`config.mk`:
```
export PLATFORM = sky130hd
export DESIGN_NAME = memory_arbiter_flat
export DESIGN_NICKNAME = d
export VERILOG_FILES = /design/src/rtl/memory_arbiter_if.sv /design/src/rtl/memory_arbiter.sv /design/src/flat_wrapper.sv
export SDC_FILE = /design/constraint.sdc
export NUM_CORES = 1
export LEC_CHECK = 0
export CORE_ASPECT_RATIO = 0.75
export CORE_MARGIN = 1.5
export CORE_UTILIZATION = 38
export DETAILED_ROUTE_END_ITERATION = 16
export GPL_TIMING_DRIVEN = 0
export PLACE_DENSITY = 0.74
export SYNTH_ARGS = -nofsm -noshare
export SYNTH_HDL_FRONTEND = slang
export SYNTH_SLANG_ARGS = --single-unit
```
`constraint.sdc`:
```
create_clock -name clk -period 1.65 [get_ports clk]
set_input_delay 0.4125 -clock clk [delete_from_list [all_inputs] [get_ports clk]]
set_output_delay 0.4125 -clock clk [all_outputs]
set_load 0.01 [all_outputs]
```
`src/rtl/memory_arbiter_if.sv`:
```
// memory_arbiter_if: bundle of instruction master, data master and memory port signals
// slave modport: arbiter view (takes requests, drives memory); master modport: environment view
interface memory_arbiter_if;
  logic        i_req;
  logic [31:0] i_address;
  logic        i_ack;
  logic [31:0] i_rdata;
  logic        i_err;
  logic        d_req;
  logic        d_we;
  logic [2:0]  d_option;
  logic [31:0] d_address;
  logic [31:0] d_wdata;
  logic        d_ack;
  logic [31:0] d_rdata;
  logic        d_err;
  logic        mem_read;
  logic        mem_write;
  logic [2:0]  mem_option;
  logic [31:0] mem_address;
  logic [31:0] mem_write_data;
  logic        mem_response;
  logic [31:0] mem_read_data;
  modport slave (
    input  i_req, i_address, d_req, d_we, d_option, d_address, d_wdata, mem_response, mem_read_data,
    output i_ack, i_rdata, i_err, d_ack, d_rdata, d_err,
    output mem_read, mem_write, mem_option, mem_address, mem_write_data
  );
  modport master (
    output i_req, i_address, d_req, d_we, d_option, d_address, d_wdata, mem_response, mem_read_data,
    input  i_ack, i_rdata, i_err, d_ack, d_rdata, d_err,
    input  mem_read, mem_write, mem_option, mem_address, mem_write_data
  );
endinterface

```
`src/rtl/memory_arbiter.sv`:
```
// memory_arbiter: arbitrates an instruction and a data master onto one memory port with timeout
// Ports: clk   - system clock, rising edge
//        reset - asynchronous active-low reset
//        bus   - slave modport: i_* instruction master, d_* data master, mem_* memory port
// All outputs are registered; ties go to the master not served most recently.
module memory_arbiter #(
  parameter int TIMEOUT_CYCLES = 16
) (
  input logic             clk,
  input logic             reset,
  memory_arbiter_if.slave bus
);
  typedef enum logic [1:0] {IDLE, BUSY, RELEASE} state_t;
  state_t state, state_d;
  logic i_last, sel_d, gnt_i, gnt_d, misaligned, done;
  logic [7:0] cnt;
  // i_last set means the instruction master was served last, so a tie goes to data
  always_comb begin
    gnt_i = bus.i_req && (!bus.d_req || !i_last);
    gnt_d = bus.d_req && !gnt_i;
    misaligned = (bus.d_option[1:0] == 2'b01 && bus.d_address[0]) ||
                 (bus.d_option[1:0] == 2'b10 && bus.d_address[1:0] != 2'b00);
    done = bus.mem_response || cnt == 8'(TIMEOUT_CYCLES);
    state_d = state == IDLE ? (gnt_d && misaligned ? RELEASE : (gnt_i || gnt_d) ? BUSY : IDLE) :
              state == BUSY ? (done ? RELEASE : BUSY) : IDLE;
  end
  always_ff @(posedge clk or negedge reset)
    if (!reset) state <= IDLE;
    else state <= state_d;
  always_ff @(posedge clk or negedge reset) begin
    if (!reset) begin
      bus.mem_read       <= 1'b0;
      bus.mem_write      <= 1'b0;
      bus.mem_option     <= 3'b000;
      bus.mem_address    <= 32'h0;
      bus.mem_write_data <= 32'h0;
      bus.i_ack          <= 1'b0;
      bus.i_err          <= 1'b0;
      bus.i_rdata        <= 32'h0;
      bus.d_ack          <= 1'b0;
      bus.d_err          <= 1'b0;
      bus.d_rdata        <= 32'h0;
      cnt                <= 8'd0;
      i_last             <= 1'b0;
      sel_d              <= 1'b0;
    end else begin
      bus.i_ack <= 1'b0;
      bus.i_err <= 1'b0;
      bus.d_ack <= 1'b0;
      bus.d_err <= 1'b0;
      if (state == IDLE && gnt_i) begin
        bus.mem_read    <= 1'b1;
        bus.mem_write   <= 1'b0;
        bus.mem_option  <= 3'b010;
        bus.mem_address <= bus.i_address;
        sel_d           <= 1'b0;
        cnt             <= 8'd1;
      end else if (state == IDLE && gnt_d && misaligned) begin
        bus.d_ack <= 1'b1;
        bus.d_err <= 1'b1;
        i_last    <= 1'b0;
      end else if (state == IDLE && gnt_d) begin
        bus.mem_read       <= !bus.d_we;
        bus.mem_write      <= bus.d_we;
        bus.mem_option     <= bus.d_option;
        bus.mem_address    <= bus.d_address;
        bus.mem_write_data <= bus.d_wdata;
        sel_d              <= 1'b1;
        cnt                <= 8'd1;
      end else if (state == BUSY && done) begin
        bus.mem_read  <= 1'b0;
        bus.mem_write <= 1'b0;
        bus.i_ack     <= !sel_d;
        bus.d_ack     <= sel_d;
        bus.i_err     <= !sel_d && !bus.mem_response;
        bus.d_err     <= sel_d && !bus.mem_response;
        i_last        <= !sel_d;
        if (bus.mem_response && !sel_d) bus.i_rdata <= bus.mem_read_data;
        if (bus.mem_response && sel_d && !bus.mem_write) bus.d_rdata <= bus.mem_read_data;
      end else if (state == BUSY) begin
        cnt <= cnt + 8'd1;
      end
    end
  end
endmodule
```
`src/flat_wrapper.sv`:
```
// flat-port wrapper written by rule: the top's interface ports become plain ports
module memory_arbiter_flat 
#(
  parameter int TIMEOUT_CYCLES = 16
)
  (clk, reset, bus_i_req, bus_i_address, bus_d_req, bus_d_we, bus_d_option, bus_d_address, bus_d_wdata, bus_mem_response, bus_mem_read_data, bus_i_ack, bus_i_rdata, bus_i_err, bus_d_ack, bus_d_rdata, bus_d_err, bus_mem_read, bus_mem_write, bus_mem_option, bus_mem_address, bus_mem_write_data);
  memory_arbiter_if bus_i ();
  input logic clk;
  input logic reset;
  input wire logic [$bits(bus_i.i_req)-1:0] bus_i_req;
  input wire logic [$bits(bus_i.i_address)-1:0] bus_i_address;
  input wire logic [$bits(bus_i.d_req)-1:0] bus_d_req;
  input wire logic [$bits(bus_i.d_we)-1:0] bus_d_we;
  input wire logic [$bits(bus_i.d_option)-1:0] bus_d_option;
  input wire logic [$bits(bus_i.d_address)-1:0] bus_d_address;
  input wire logic [$bits(bus_i.d_wdata)-1:0] bus_d_wdata;
  input wire logic [$bits(bus_i.mem_response)-1:0] bus_mem_response;
  input wire logic [$bits(bus_i.mem_read_data)-1:0] bus_mem_read_data;
  output wire logic [$bits(bus_i.i_ack)-1:0] bus_i_ack;
  output wire logic [$bits(bus_i.i_rdata)-1:0] bus_i_rdata;
  output wire logic [$bits(bus_i.i_err)-1:0] bus_i_err;
  output wire logic [$bits(bus_i.d_ack)-1:0] bus_d_ack;
  output wire logic [$bits(bus_i.d_rdata)-1:0] bus_d_rdata;
  output wire logic [$bits(bus_i.d_err)-1:0] bus_d_err;
  output wire logic [$bits(bus_i.mem_read)-1:0] bus_mem_read;
  output wire logic [$bits(bus_i.mem_write)-1:0] bus_mem_write;
  output wire logic [$bits(bus_i.mem_option)-1:0] bus_mem_option;
  output wire logic [$bits(bus_i.mem_address)-1:0] bus_mem_address;
  output wire logic [$bits(bus_i.mem_write_data)-1:0] bus_mem_write_data;
  assign bus_i.i_req = bus_i_req;
  assign bus_i.i_address = bus_i_address;
  assign bus_i.d_req = bus_d_req;
  assign bus_i.d_we = bus_d_we;
  assign bus_i.d_option = bus_d_option;
  assign bus_i.d_address = bus_d_address;
  assign bus_i.d_wdata = bus_d_wdata;
  assign bus_i.mem_response = bus_mem_response;
  assign bus_i.mem_read_data = bus_mem_read_data;
  assign bus_i_ack = bus_i.i_ack;
  assign bus_i_rdata = bus_i.i_rdata;
  assign bus_i_err = bus_i.i_err;
  assign bus_d_ack = bus_i.d_ack;
  assign bus_d_rdata = bus_i.d_rdata;
  assign bus_d_err = bus_i.d_err;
  assign bus_mem_read = bus_i.mem_read;
  assign bus_mem_write = bus_i.mem_write;
  assign bus_mem_option = bus_i.mem_option;
  assign bus_mem_address = bus_i.mem_address;
  assign bus_mem_write_data = bus_i.mem_write_data;
  memory_arbiter #(.TIMEOUT_CYCLES(TIMEOUT_CYCLES)) u_core (.clk(clk), .reset(reset), .bus(bus_i));
endmodule
```
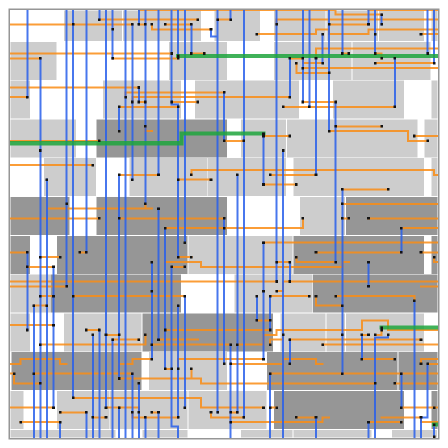
*Zoomed window, run 1*
Region (97, 13) to (127, 43) um. Cells in grey, sequential cells in the stronger grey; small squares are vias.
- M3: green
- M2: blue
- M1: orange
- netlist names of flops here include: u_core.bus.i_rdata (6), u_core.bus.d_rdata (5)
- sequential cells in the window: 11
- cells with their middle in the window: 42
- most frequent: dfrtp_1 (11), mux2_4 (10), dlygate4sd2_1 (6)

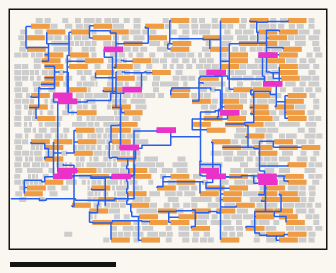
*Routed clock nets over the placement, run 1*
The bar under the picture is 50 um long.
- clock-net drivers: magenta (count 17)
- clock wires: blue (length 1860 um)
- flip-flops: orange (count 149)
- flops lie: spread over the die
- routed clock nets: 18

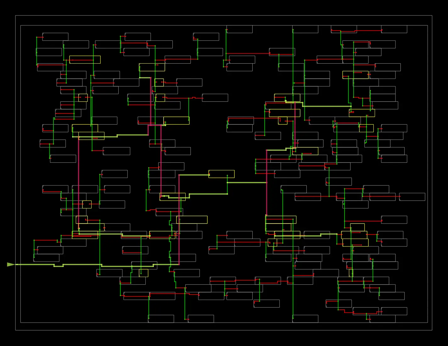
*Clock routing, run 1*
worst skew pair latency: 0.42 ns
clock buf count: 20
clk_skew: 0.00618 ns
CTS Buf Count: 17
Clk. pwr: 0.00423 W

==> results.txt, run 1 <==
Mapped Nets -> 580
top cell type's share of synthesized area -> 61.6%
relative slew slack -> 51.4%
Switching Fraction -> 33.1%
Top Layer Used -> met4
status -> finished with violations
slack of the critical path -> -0.114 ns
async set-reset flop share out of synthesis -> 100%
fin crit period -> 1.76 ns
WP depth -> 6
PortBufs -> 273
top cells, area -> dfrtp_1 62%, mux2_2 18%, a221o_1 3.1%
Req. time, crit path -> 1.95 ns
Most common reg cell -> dfrtp_1
Post-CTS Setup Bufs -> 25
P_sw -> 0.00664 W
Final Hold Fails -> 0
metal3 WL -> 1530 um
WL final -> 20900 um
most frequent cells in the layout -> 146 x dfrtp_1, 144 x dlygate4sd2_1, 128 x clkdlybuf4s50_1
fin nets -> 918
FF/Latch Area -> 0.00373 sq mm
Post-synth seq share -> 61.6%
Non-clock buffer share -> 31.7%
Horiz. Die Dim -> 149 um
CP arrival -> 2.07 ns
yosys cell count -> 441
combinational logic power -> 0.00937 W
final period utilization -> 107%
CTS Root Cell -> clkbuf_16
Post-synth EDFFs -> 0
CTS tree -> done
failing checks -> setup timing
final setup fails -> 97
Commonest Layout Cell -> dfrtp_1
GRT Total Usage -> 24.5%
Worst R2R Setup Slack -> -0.11 ns
Max Slew Vio Count -> 0
share of layout cells above drive strength 1 -> 30.6%
Well Taps -> 205
distinct lib cells -> 44
gpl congestion -> 0.855
WL met2 -> 10200 um
multi-input gate count -> 261
synth-to-layout area growth -> 79.5%
Worst R2R Path Depth -> 6
top power group -> combinational cells
largest net degree at the start of global routing -> 79
first-pass GRT wire length -> 31000 um
Placed Cells -> 920
dpl ws -> -0.979 ns
Leakage -> 5.00 nW
Gate power share -> 46.7%
synthesized area -> 0.00606 sq mm
GR Util met2 -> 40.8%
met3 Use GR -> 6.83%
critical path launch point -> u_core.state[1]
Post-CTS Resized -> 257
Top class by area -> flip-flops and latches
post-synthesis adder-cell area fraction -> 0.413%
cell area after placement -> 0.00907 sq mm
CP max FO -> 5
critical path's slowest cell -> dfrtp_1
fill count -> 1069
gr ovfl total -> 0
initial core utilization -> 39.3%
Final Util -> 70.5%
top-count cell post-synth -> dfrtp_1
mean post-synth cell area -> 13.7 sq um
global-route met1 utilization -> 30.9%
PD cells -> 1850 mW/mm^2
MI comb area -> 0.00277 sq mm
Hold-fix buffers, CTS -> 0
sequential cell area share -> 34.3%
### Register map, names as in the netlist, run 1

The bar under the picture is 50 um long. Other sequential cells in the stronger grey, the rest of the logic in the fainter grey.
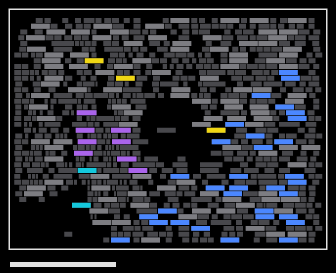

## Run 2: what changed since run 1
--- a/config.mk
+++ b/config.mk
@@ -11,6 +11,7 @@
 export DETAILED_ROUTE_END_ITERATION = 16
 export GPL_TIMING_DRIVEN = 0
 export PLACE_DENSITY = 0.74
+export REMOVE_ABC_BUFFERS = 1
 export SYNTH_ARGS = -nofsm -noshare
 export SYNTH_HDL_FRONTEND = slang
 export SYNTH_SLANG_ARGS = --single-unit
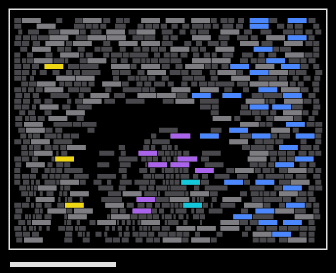
*Register map, names as in the netlist, run 2*
The bar under the picture is 50 um long. Other sequential cells in the stronger grey, the rest of the logic in the fainter grey.
- u_core.bus.mem_option: yellow (placed flops 3)
- u_core.cnt: purple (placed flops 8)
- u_core.bus.i_rdata: blue (placed flops 32; where a column on the right)
- u_core.state: cyan (placed flops 2)
- not coloured: 104

==> run 2 against run 1 <==
- the run still ends with setup timing left
- worst hold slack better by 0.42 ns
- core utilization down 2.5 points
- worst setup slack better by 0.042 ns
- via count down 0.93%
- final area down 3.5%
- sequential power about the same
- clock power down 11%
- non-clock buffer count down 14
- highest routed layer unchanged
==> results.txt, run 2 <==
status -> finished with violations
failing checks -> setup timing
cell area after placement -> 0.00902 sq mm
multi-input gate count -> 269
Non-clock buffer share -> 31.0%
gpl congestion -> 0.762
FF/Latch Area -> 0.00373 sq mm
top power group -> combinational cells
async set-reset flop share out of synthesis -> 100%
PD cells -> 1820 mW/mm^2
clock buf count -> 17
met3 Use GR -> 6.38%
Well Taps -> 205
Hold WC Path Type -> in2reg
CTS tree -> done
fill count -> 1123
slack of the critical path -> -0.0723 ns
Clk. pwr -> 0.00378 W
relative slew slack -> 64.0%
CP max FO -> 7
Worst R2R Path Depth -> 7
Gate power share -> 46.2%
CTS Buf Count -> 17
PortBufs -> 273
WL met2 -> 10300 um
DRT iter0 DRCs -> 219
MI comb area -> 0.00265 sq mm
most frequent cells in the layout -> 146 x dfrtp_1, 143 x dlygate4sd2_1, 128 x clkdlybuf4s50_1
Placed Cells -> 897
final setup fails -> 62
mean post-synth cell area -> 13.7 sq um
critical path's slowest cell -> dlygate4sd2_1
WL final -> 20400 um
Hold-fix buffers, CTS -> 1
yosys cell count -> 441
CP arrival -> 2.02 ns
Switching Fraction -> 34.4%
fin crit period -> 1.72 ns
Final Hold Fails -> 0
global-route met1 utilization -> 29.8%
Post-CTS Resized -> 205
Horiz. Die Dim -> 149 um
largest net degree at the start of global routing -> 106
Leakage -> 4.82 nW
post-synthesis adder-cell area fraction -> 0.413%
Max Slew Vio Count -> 0
Worst R2R Setup Slack -> -0.06 ns
WP depth -> 8
Final Util -> 68.1%
RSZ-0062 raised after global routing -> true
Commonest Layout Cell -> dfrtp_1
top cells, area -> dfrtp_1 62%, mux2_2 18%, a221o_1 3.1%
share of layout cells above drive strength 1 -> 28.9%
Most common reg cell -> dfrtp_1
fin nets -> 912
Post-synth EDFFs -> 0
FF-to-FF End -> u_core.bus.d_rdata[9]
sequential cell area share -> 35.6%
synth-to-layout area growth -> 73.3%
worst reg2reg startpoint -> u_core.state[0]
Post-CTS Setup Bufs -> 41
Top class by area -> flip-flops and latches
Clk pwr share -> 19.9%
top cell type's share of synthesized area -> 61.6%
Post-Route M1 WL -> 8470 um
metal3 WL -> 1410 um
GR Util met2 -> 41.5%
CTS clock-pin slew for the worst setup and hold paths -> 0.06 ns
gr ovfl total -> 0
combinational logic power -> 0.00881 W
first-pass GRT wire length -> 30200 um
Req. time, crit path -> 1.94 ns
Top Layer Used -> met4
Post-synth seq share -> 61.6%
Final HPWL DP -> 12000 um
distinct lib cells -> 44
CTS Root Cell -> clkbuf_16
initial core utilization -> 39.3%
top-count cell post-synth -> dfrtp_1
P_sw -> 0.00656 W
dpl ws -> -1.61 ns
GRT Total Usage -> 24.0%
clk_skew -> 0.00911 ns
final period utilization -> 104%
synthesized area -> 0.00606 sq mm
critical path launch point -> bus_i_req
worst skew pair latency -> 0.42 ns
### Routed clock nets over the placement, run 2

The bar under the picture is 50 um long.
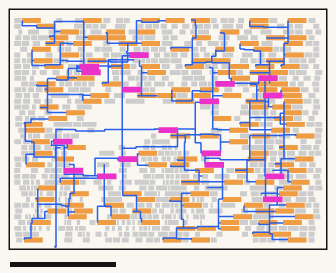

## Run 3: what changed since run 2
--- a/config.mk
+++ b/config.mk
@@ -10,7 +10,7 @@
 export CORE_UTILIZATION = 38
 export DETAILED_ROUTE_END_ITERATION = 16
 export GPL_TIMING_DRIVEN = 0
-export PLACE_DENSITY = 0.74
+export PLACE_DENSITY_LB_ADDON = 0.25
 export REMOVE_ABC_BUFFERS = 1
 export SYNTH_ARGS = -nofsm -noshare
 export SYNTH_HDL_FRONTEND = slang
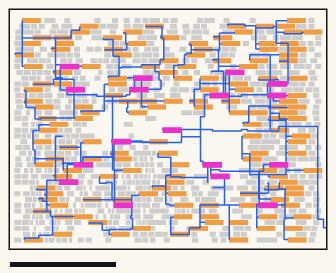
*Routed clock nets over the placement, run 3*
The bar under the picture is 50 um long.
- clock wires: blue (length 1930 um)
- flip-flops: orange (count 149)
- clock-net drivers: magenta (count 17)
- routed clock nets: 18
Clk. pwr: 0.00377 W
clk_skew: 0.00750 ns
Clk pwr share: 19.5%

==> run 3 against run 2 <==
- sequential power about the same
- via count up 1.9%
- clock skew down 0.0016 ns
- largest cell class unchanged
- non-clock buffer count up 3
- critical endpoint is now u_core.bus.mem_address[17]
- highest routed layer unchanged
- area after synthesis unchanged
- sequential share of layout area down 0.50 points
- clock-buffer cell count up 5
- the flow still finishes with violations (setup timing)
- worst setup slack worse by 0.054 ns
- worst hold slack worse by 0.39 ns
==> results.txt, run 3 <==
CTS Root Cell -> clkbuf_16
GR Util met2 -> 41.4%
final setup fails -> 72
Switching Fraction -> 33.7%
Gate power share -> 47.0%
relative slew slack -> 45.0%
Top Layer Used -> met4
CP max FO -> 10
Req. time, crit path -> 1.95 ns
CP arrival -> 2.07 ns
MI comb area -> 0.00272 sq mm
CTS tree -> done
Max Slew Vio Count -> 0
Placed Cells -> 899
combinational logic power -> 0.00911 W
post-synthesis adder-cell area fraction -> 0.413%
final period utilization -> 108%
critical path launch point -> u_core.state[1]
cell area after placement -> 0.00905 sq mm
worst reg2reg startpoint -> u_core.state[1]
CTS clock-pin slew for the worst setup and hold paths -> 0.06 ns
sequential cell area share -> 35.1%
Top class by area -> flip-flops and latches
gr ovfl total -> 0
Worst R2R Path Depth -> 7
top cell type's share of synthesized area -> 61.6%
fin nets -> 913
Final HPWL DP -> 12500 um
failing checks -> setup timing
slack of the critical path -> -0.126 ns
RSZ-0062 raised after global routing -> true
WP depth -> 7
Hold-fix buffers, CTS -> 0
Post-synth EDFFs -> 0
top power group -> combinational cells
status -> finished with violations
Final Hold Fails -> 0
first-pass GRT wire length -> 30900 um
P_sw -> 0.00652 W
initial core utilization -> 39.3%
async set-reset flop share out of synthesis -> 100%
synth-to-layout area growth -> 75.7%
distinct lib cells -> 44
metal3 WL -> 1790 um
CTS Buf Count -> 17
fill count -> 1110
Horiz. Die Dim -> 149 um
worst skew pair latency -> 0.42 ns
Post-CTS Setup Bufs -> 39
multi-input gate count -> 267
Post-CTS Resized -> 214
top-count cell post-synth -> dfrtp_1
Leakage -> 4.89 nW
clock buf count -> 22
Commonest Layout Cell -> dfrtp_1
FF/Latch Area -> 0.00373 sq mm
synthesized area -> 0.00606 sq mm
GRT Total Usage -> 24.5%
Hold WC Path Type -> in2async
top cells, area -> dfrtp_1 62%, mux2_2 18%, a221o_1 3.1%
largest net degree at the start of global routing -> 90
WL met2 -> 10400 um
Power and IR drop assume default switching activity.
